Figure 1. The metal 2 layer.
Cells faint in the background.
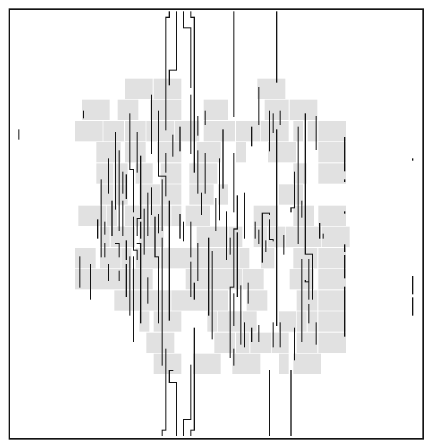
Figure 2. Clock wires, drivers and flops.
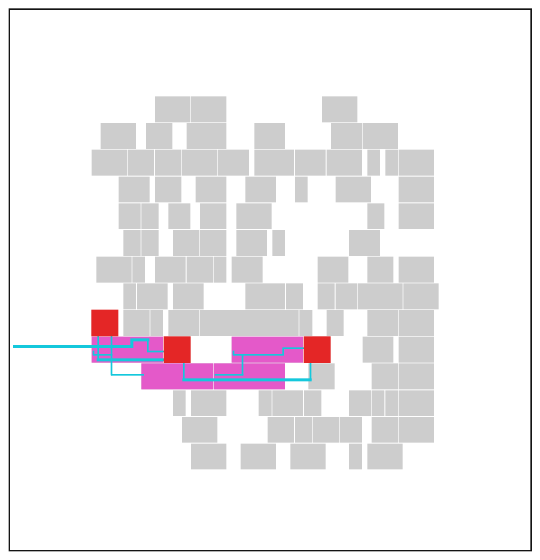
Figure 3. Selected gate families.
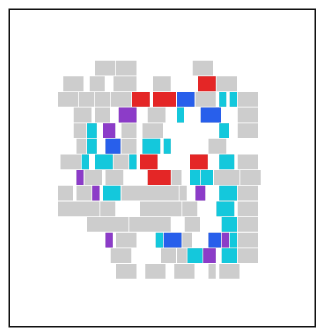
### config.mk
export PLATFORM = sky130hd
export DESIGN_NAME = mips_multi_control
export DESIGN_NICKNAME = d
export VERILOG_FILES = /design/src/rtl/mips_ctrl_pkg.sv /design/src/rtl/mips_ctrl_decode.sv /design/src/rtl/mips_multi_control.sv
export SDC_FILE = /design/constraint.sdc
export NUM_CORES = 1
export LEC_CHECK = 0
export CAP_MARGIN = 20
export CORE_AREA = 8 8 45 47
export CTS_CLUSTER_DIAMETER = 60
export CTS_CLUSTER_SIZE = 40
export DETAILED_ROUTE_END_ITERATION = 10
export DIE_AREA = 0 0 53 55
export PLACE_DENSITY_LB_ADDON = 0.2
export SLEW_MARGIN = 40
export SYNTH_ARGS = -nofsm -noshare
export SYNTH_HDL_FRONTEND = slang
export SYNTH_HIERARCHICAL = 1
export SYNTH_SLANG_ARGS = --single-unit
### constraint.sdc
create_clock -name clk -period 3.3 [get_ports clk]
set_clock_uncertainty 0.05 [all_clocks]
set_input_delay 0.825 -clock clk [delete_from_list [all_inputs] [get_ports clk]]
set_output_delay 0.825 -clock clk [all_outputs]
set_load 0.02 [all_outputs]
### src/rtl/mips_ctrl_pkg.sv
// Shared encodings for the multicycle MIPS control FSM: opcodes, states, datapath selects
// and the packed control vector passed from the decoder to the top.
package mips_ctrl_pkg;

    localparam int OPCODE_W = 6;
    localparam int STATE_W  = 4;

    localparam logic [OPCODE_W-1:0] OP_RTYPE = 6'b000000;
    localparam logic [OPCODE_W-1:0] OP_LW    = 6'b100011;
    localparam logic [OPCODE_W-1:0] OP_SW    = 6'b101011;
    localparam logic [OPCODE_W-1:0] OP_BEQ   = 6'b000100;
    localparam logic [OPCODE_W-1:0] OP_ADDI  = 6'b001000;
    localparam logic [OPCODE_W-1:0] OP_J     = 6'b000010;

    typedef enum logic [STATE_W-1:0] {
        S_FETCH  = 4'd0,
        S_DECODE = 4'd1,
        S_MEMADR = 4'd2,
        S_MEMRD  = 4'd3,
        S_MEMWB  = 4'd4,
        S_MEMWR  = 4'd5,
        S_EXEC   = 4'd6,
        S_ALUWB  = 4'd7,
        S_BRANCH = 4'd8,
        S_ADDIEX = 4'd9,
        S_ADDIWB = 4'd10,
        S_JUMP   = 4'd11
    } state_t;

    localparam logic [1:0] ALU_OP_ADD   = 2'b00;
    localparam logic [1:0] ALU_OP_SUB   = 2'b01;
    localparam logic [1:0] ALU_OP_FUNCT = 2'b10;

    localparam logic [1:0] SRCB_B       = 2'b00;
    localparam logic [1:0] SRCB_FOUR    = 2'b01;
    localparam logic [1:0] SRCB_IMM     = 2'b10;
    localparam logic [1:0] SRCB_IMM_SH2 = 2'b11;

    localparam logic [1:0] PCSRC_ALU    = 2'b00;
    localparam logic [1:0] PCSRC_ALUOUT = 2'b01;
    localparam logic [1:0] PCSRC_JUMP   = 2'b10;

    typedef struct packed {
        logic       pc_en;
        logic       iord;
        logic       mem_write;
        logic       ir_write;
        logic       reg_dst;
        logic       mem_to_reg;
        logic       reg_write;
        logic       alu_src_a;
        logic [1:0] alu_src_b;
        logic [1:0] alu_op;
        logic [1:0] pc_src;
        logic       illegal_op;
    } ctrl_t;

    function automatic logic is_supported(input logic [OPCODE_W-1:0] op);
        return (op == OP_RTYPE) || (op == OP_LW) || (op == OP_SW) ||
               (op == OP_BEQ)   || (op == OP_ADDI) || (op == OP_J);
    endfunction

endpackage

### src/rtl/mips_ctrl_decode.sv
// Combinational state -> control vector decode. Reset masks every architectural write
// strobe so an interrupted instruction cannot commit anything.
module mips_ctrl_decode
    import mips_ctrl_pkg::*;
(
    input  state_t                state,
    input  logic [OPCODE_W-1:0]   opcode,
    input  logic                  zero,
    input  logic                  reset,
    output ctrl_t                 ctrl
);

    always_comb begin
        ctrl = '0;
        case (state)
            S_FETCH: begin
                ctrl.ir_write  = 1'b1;
                ctrl.pc_en     = 1'b1;
                ctrl.alu_src_b = SRCB_FOUR;
                ctrl.alu_op    = ALU_OP_ADD;
                ctrl.pc_src    = PCSRC_ALU;
            end
            S_DECODE: begin
                // ALUOut gets the branch target here so BRANCH can use it directly.
                ctrl.alu_src_b  = SRCB_IMM_SH2;
                ctrl.alu_op     = ALU_OP_ADD;
                ctrl.illegal_op = !is_supported(opcode);
            end
            S_MEMADR: begin
                ctrl.alu_src_a = 1'b1;
                ctrl.alu_src_b = SRCB_IMM;
                ctrl.alu_op    = ALU_OP_ADD;
            end
            S_MEMRD: begin
                ctrl.iord = 1'b1;
            end
            S_MEMWB: begin
                ctrl.mem_to_reg = 1'b1;
                ctrl.reg_write  = 1'b1;
            end
            S_MEMWR: begin
                ctrl.iord      = 1'b1;
                ctrl.mem_write = 1'b1;
            end
            S_EXEC: begin
                ctrl.alu_src_a = 1'b1;
                ctrl.alu_src_b = SRCB_B;
                ctrl.alu_op    = ALU_OP_FUNCT;
            end
            S_ALUWB: begin
                ctrl.reg_dst   = 1'b1;
                ctrl.reg_write = 1'b1;
            end
            S_BRANCH: begin
                ctrl.alu_src_a = 1'b1;
                ctrl.alu_src_b = SRCB_B;
                ctrl.alu_op    = ALU_OP_SUB;
                ctrl.pc_src    = PCSRC_ALUOUT;
                ctrl.pc_en     = zero;
            end
            S_ADDIEX: begin
                ctrl.alu_src_a = 1'b1;
                ctrl.alu_src_b = SRCB_IMM;
                ctrl.alu_op    = ALU_OP_ADD;
            end
            S_ADDIWB: begin
                ctrl.reg_write = 1'b1;
            end
            S_JUMP: begin
                ctrl.pc_src = PCSRC_JUMP;
                ctrl.pc_en  = 1'b1;
            end
            default: ctrl = '0;
        endcase

        if (reset) begin
            ctrl.pc_en      = 1'b0;
            ctrl.ir_write   = 1'b0;
            ctrl.mem_write  = 1'b0;
            ctrl.reg_write  = 1'b0;
            ctrl.illegal_op = 1'b0;
        end
    end

endmodule

### src/rtl/mips_multi_control.sv
// Multicycle MIPS main control: state register and next-state sequencing; output decode
// lives in mips_ctrl_decode.
module mips_multi_control
    import mips_ctrl_pkg::*;
#(
    parameter int OP_W = 6,
    parameter int ST_W = 4
) (
    input  logic            clk,
    input  logic            reset,
    input  logic [OP_W-1:0] opcode,
    input  logic            zero,
    output logic            pc_en,
    output logic            iord,
    output logic            mem_write,
    output logic            ir_write,
    output logic            reg_dst,
    output logic            mem_to_reg,
    output logic            reg_write,
    output logic            alu_src_a,
    output logic [1:0]      alu_src_b,
    output logic [1:0]      alu_op,
    output logic [1:0]      pc_src,
    output logic            illegal_op,
    output logic [ST_W-1:0] state
);

    state_t state_q;
    state_t state_d;
    ctrl_t  ctrl;

    always_comb begin
        state_d = S_FETCH;
        case (state_q)
            S_FETCH:  state_d = S_DECODE;
            S_DECODE: begin
                case (opcode)
                    OP_LW, OP_SW: state_d = S_MEMADR;
                    OP_RTYPE:     state_d = S_EXEC;
                    OP_BEQ:       state_d = S_BRANCH;
                    OP_ADDI:      state_d = S_ADDIEX;
                    OP_J:         state_d = S_JUMP;
                    default:      state_d = S_FETCH;
                endcase
            end
            S_MEMADR: state_d = (opcode == OP_SW) ? S_MEMWR : S_MEMRD;
            S_MEMRD:  state_d = S_MEMWB;
            S_EXEC:   state_d = S_ALUWB;
            S_ADDIEX: state_d = S_ADDIWB;
            default:  state_d = S_FETCH;
        endcase
    end

    always_ff @(posedge clk) begin
        if (reset) begin
            state_q <= S_FETCH;
        end else begin
            state_q <= state_d;
        end
    end

    mips_ctrl_decode u_decode (
        .state  (state_q),
        .opcode (opcode),
        .zero   (zero),
        .reset  (reset),
        .ctrl   (ctrl)
    );

    assign pc_en      = ctrl.pc_en;
    assign iord       = ctrl.iord;
    assign mem_write  = ctrl.mem_write;
    assign ir_write   = ctrl.ir_write;
    assign reg_dst    = ctrl.reg_dst;
    assign mem_to_reg = ctrl.mem_to_reg;
    assign reg_write  = ctrl.reg_write;
    assign alu_src_a  = ctrl.alu_src_a;
    assign alu_src_b  = ctrl.alu_src_b;
    assign alu_op     = ctrl.alu_op;
    assign pc_src     = ctrl.pc_src;
    assign illegal_op = ctrl.illegal_op;
    assign state      = ST_W'(state_q);

endmodule

==> run notes <==
- 2 — Max Root-Sink Buffers
- 688 ps — final hold slack
- register to register — class of the tightest hold or removal check
- 0 — number of endpoints failing setup at the final stage
- 13.2 um — average routed wire per standard cell
- sky130_fd_sc_hd__dfxtp_1 16%, sky130_fd_sc_hd__nor4b_1 8.5%, sky130_fd_sc_hd__nor2_1 5.8% — leading post-synthesis cells by cell area
- 0.321 mV — Max rail drop VDD
- sky130_fd_sc_hd__dfxtp_1 — Main synth FF type
- 440 ps — peak per-stage delay on the critical path
- 616 ps — slew at the pin with the worst max-slew slack
- 0 — Hold-fix buffers, CTS
- 0 — number of buffers inserted by post-CTS setup repair
- 0.589 — Worst slew margin
- 2 — detailed-router iteration count before antenna repair
- 33 — count of different cell masters after synthesis
- 0 — Post-synth ARST share
- 0.770 — GP Congestion
- 7.69 sq um — post-synthesis average cell area
- 53 um — Die W
- 10 — number of DRC markers in iteration 0
- 0.130 — fraction of layout instances using a drive strength above 1
- 183 uW — post-route total power
- 55 um — vertical die size
- input port — Critical Path Start Type
- 67 — cell count after synthesis
- 5.28 — DR vias/cell
- 68.0% — area growth from synthesis to layout
- 310 MHz — maximum clock frequency
- 26 — stage-log warning count
- sky130_fd_sc_hd__nor2_1 — most instantiated library cell after synthesis
- 404 sq um — total area of multi-input combinational cells
- 8 x sky130_fd_sc_hd__nor2_1, 5 x sky130_fd_sc_hd__nor4b_1 — most common library cells after synthesis
- sky130_fd_sc_hd__dfxtp_1 — cell taking the most area after synthesis
- 2420 ps — Critical Path RT
- 0 — global-route congestion overflow total
- 1 — H-tree level count
- 0 — n_diodes
- yes — TritonCTS clock tree
- 0.155 — portion of synthesized cell area occupied by the leading cell type
- 211 mW/mm^2 — Cell Pwr Density
- 0 — hold violation count in the final report
- 0.00292 sq mm — die area
- 0.373 — fp_density
- 111 — Final nets
- clkdlybuf4s50_1 -> maj3_2 -> o31a_1 -> o2111a_1 -> dlygate4sd2_1 — worst path cell trace
- 67 — cells in synth_stat.txt
- 140 — filler cell count in the final layout
- 2 — worst-path fanout max
- 603 — vias in the first global route
- 0.155 — portion of the post-synthesis area used by sequential elements
- 0 — count of final max-slew check failures
- 2350 ps — Critical Path AT
- 76 — synthesized net count
- 0 — number of synthesized flops with an enable pin
- sky130_fd_sc_hd__clkbuf_4 — root buffer selected by CTS
- 3220 ps — final critical path time including I/O delays and setup
- sky130_fd_sc_hd__clkdlybuf4s50_1 — slowest library cell on the worst path
- buffers and inverters — family with the most delay on the worst path
- 1.14 mm — post-detail-place hpwl
- 113 — cell count after placement
- 1 — post-cts resize count
- 0 — number of antenna violations at the first check in global routing
- 613 — Via Count
- 0.00138 sq mm — Core Footprint
- 0.977 — final critical-path share of the clock period
- 0.313 nW — Pleak
- input port to output port — critical path class
- 0.112 — Tot GR Track Use
- 4 — TritonCTS sink count
- 28 — I/O Pins
- 2 — Critical path buffers and inverters
- 1700 ps — register-to-register path setup slack
- 30 ps — clock-pin slew on the worst setup and hold paths
- 23 — pin count of the biggest net entering global routing
- 0 ps — setup_tns
- 4 — Post-synth regs
- 6 — YS warnings
- 80.1 sq um — area used by sequential logic in the layout
- 515 sq um — mapped cell area
- 2.55 mm — wire length of the first global-routing pass
- 0 — residual antenna-violating net count after detailed routing
- 0 — max cap viols
- 515 sq um — area figure in the yosys stat output
- 3 — CTS buffer count
- 27 — tally of buffers added on design ports
- no — unrepaired setup endpoints after global routing
- 14 — Std-Cell Rows
- output port — endpoint class of the critical path
- 0 — DRC violations left
- complete, no violations — status
- 4 — flip-flop count of the largest register, all copies and words added
## Picture notes: Figure 1
- nets with wire on the layer: 88
- share of all routed wire: 46%
Global Route met2 Usage: 0.197
post-detailed-routing wire length: 1.53 mm

## Picture notes: Figure 2
- magenta: flip-flops (count 4)
- cyan: clock wires (length 73.9 um)
- red: cells driving clock nets (count 3)
- routed clock nets: 4
power drawn by the clock network: 59.4 uW
clock share of power: 0.325
Latency at later pin: 230 ps

## Picture notes: Figure 3
- red: AND-OR and OR-AND gates (cells 6)
- blue: AND and OR gates (cells 5)
- cyan: NOR gates (cells 22)
- purple: NAND gates (cells 8)
number of non-filler instances in the completed layout: 116
Comb/total area: 0.467

## worst reg2reg max path, delay by kind of cell (launching register included)
kind	cells	cell delay, ps
compound gates	1	120
simple gates	2	650
flops	1	700
## cell families (layout without fill, tap and decap cells)
group | Yosys count | count (layout) | synth area share
simple gates | 35 | 35 | 0.413
compound gates | 16 | 16 | 0.279
buf+inv | 7 | 40 | 0.0607
fa+ha+maj | 1 | 1 | 0.0218
flops | 4 | 4 | 0.155
mux | 1 | 1 | 0.0194
xor+xnor | 3 | 3 | 0.0510
## placed cells by master, fill, tap and decap left out, drive strengths merged, types with 3 or more instances in the layout
cell,count
buf,8
clkbuf,3
clkdlybuf4s50,25
dfxtp,4
nand2,4
nor2,8
nor3,4
nor3b,4
nor4b,5
o21ai,3
o31a,3
## area by class of cell
type	instances	share of cell area
well taps	16	0.0231
multi-input cells	56	0.467
clock buffers	3	0.0260
inverters	2	0.00867
repair buffers	35	0.383
flip-flops and latches	4	0.0925
## final timing paths
| path | startpoint | to | cells after the start |
|---|---|---|---|
| worst max-delay path | opcode[1] | illegal_op | 5 |
| worst min-delay path | state[3] | state[3] | 2 |
| worst max register to register | state[0] | state[1] | 3 |
| worst min register to register | state[3] | state[3] | 2 |
## metrics by stage
stage                     area, sq um  utilization  setup WS, ps
after detailed placement          842        0.608          -143
after CTS                         863        0.624          71.5
after global placement            842        0.608          -134
after floorplan                   515            -           786
after global routing              866        0.626          20.6
final                             866        0.626          75.1
## routing by layer
| metal | track usage | vias up | share of wire |
|---|---|---|---|
| met5 | 0 | - | 0 |
| met4 | 0.0259 | 0 | 0 |
| met3 | 0.0535 | 0 | 0.10 |
| met2 | 0.197 | 20 | 0.46 |
| met1 | 0.118 | 265 | 0.44 |
| li1 | - | 328 | - |
## power by group
| group | internal (mW) | switching, mW | leakage (nW) |
|---|---|---|---|
| sequential | 0.0501 | 0.00695 | 0.0326 |
| combinational | 0.0369 | 0.0296 | 0.267 |
| clock | 0.0406 | 0.0188 | 0.0138 |
| total | 0.128 | 0.0554 | 0.313 |
Power figures rest on the tool's default switching activity, not on a simulated workload.
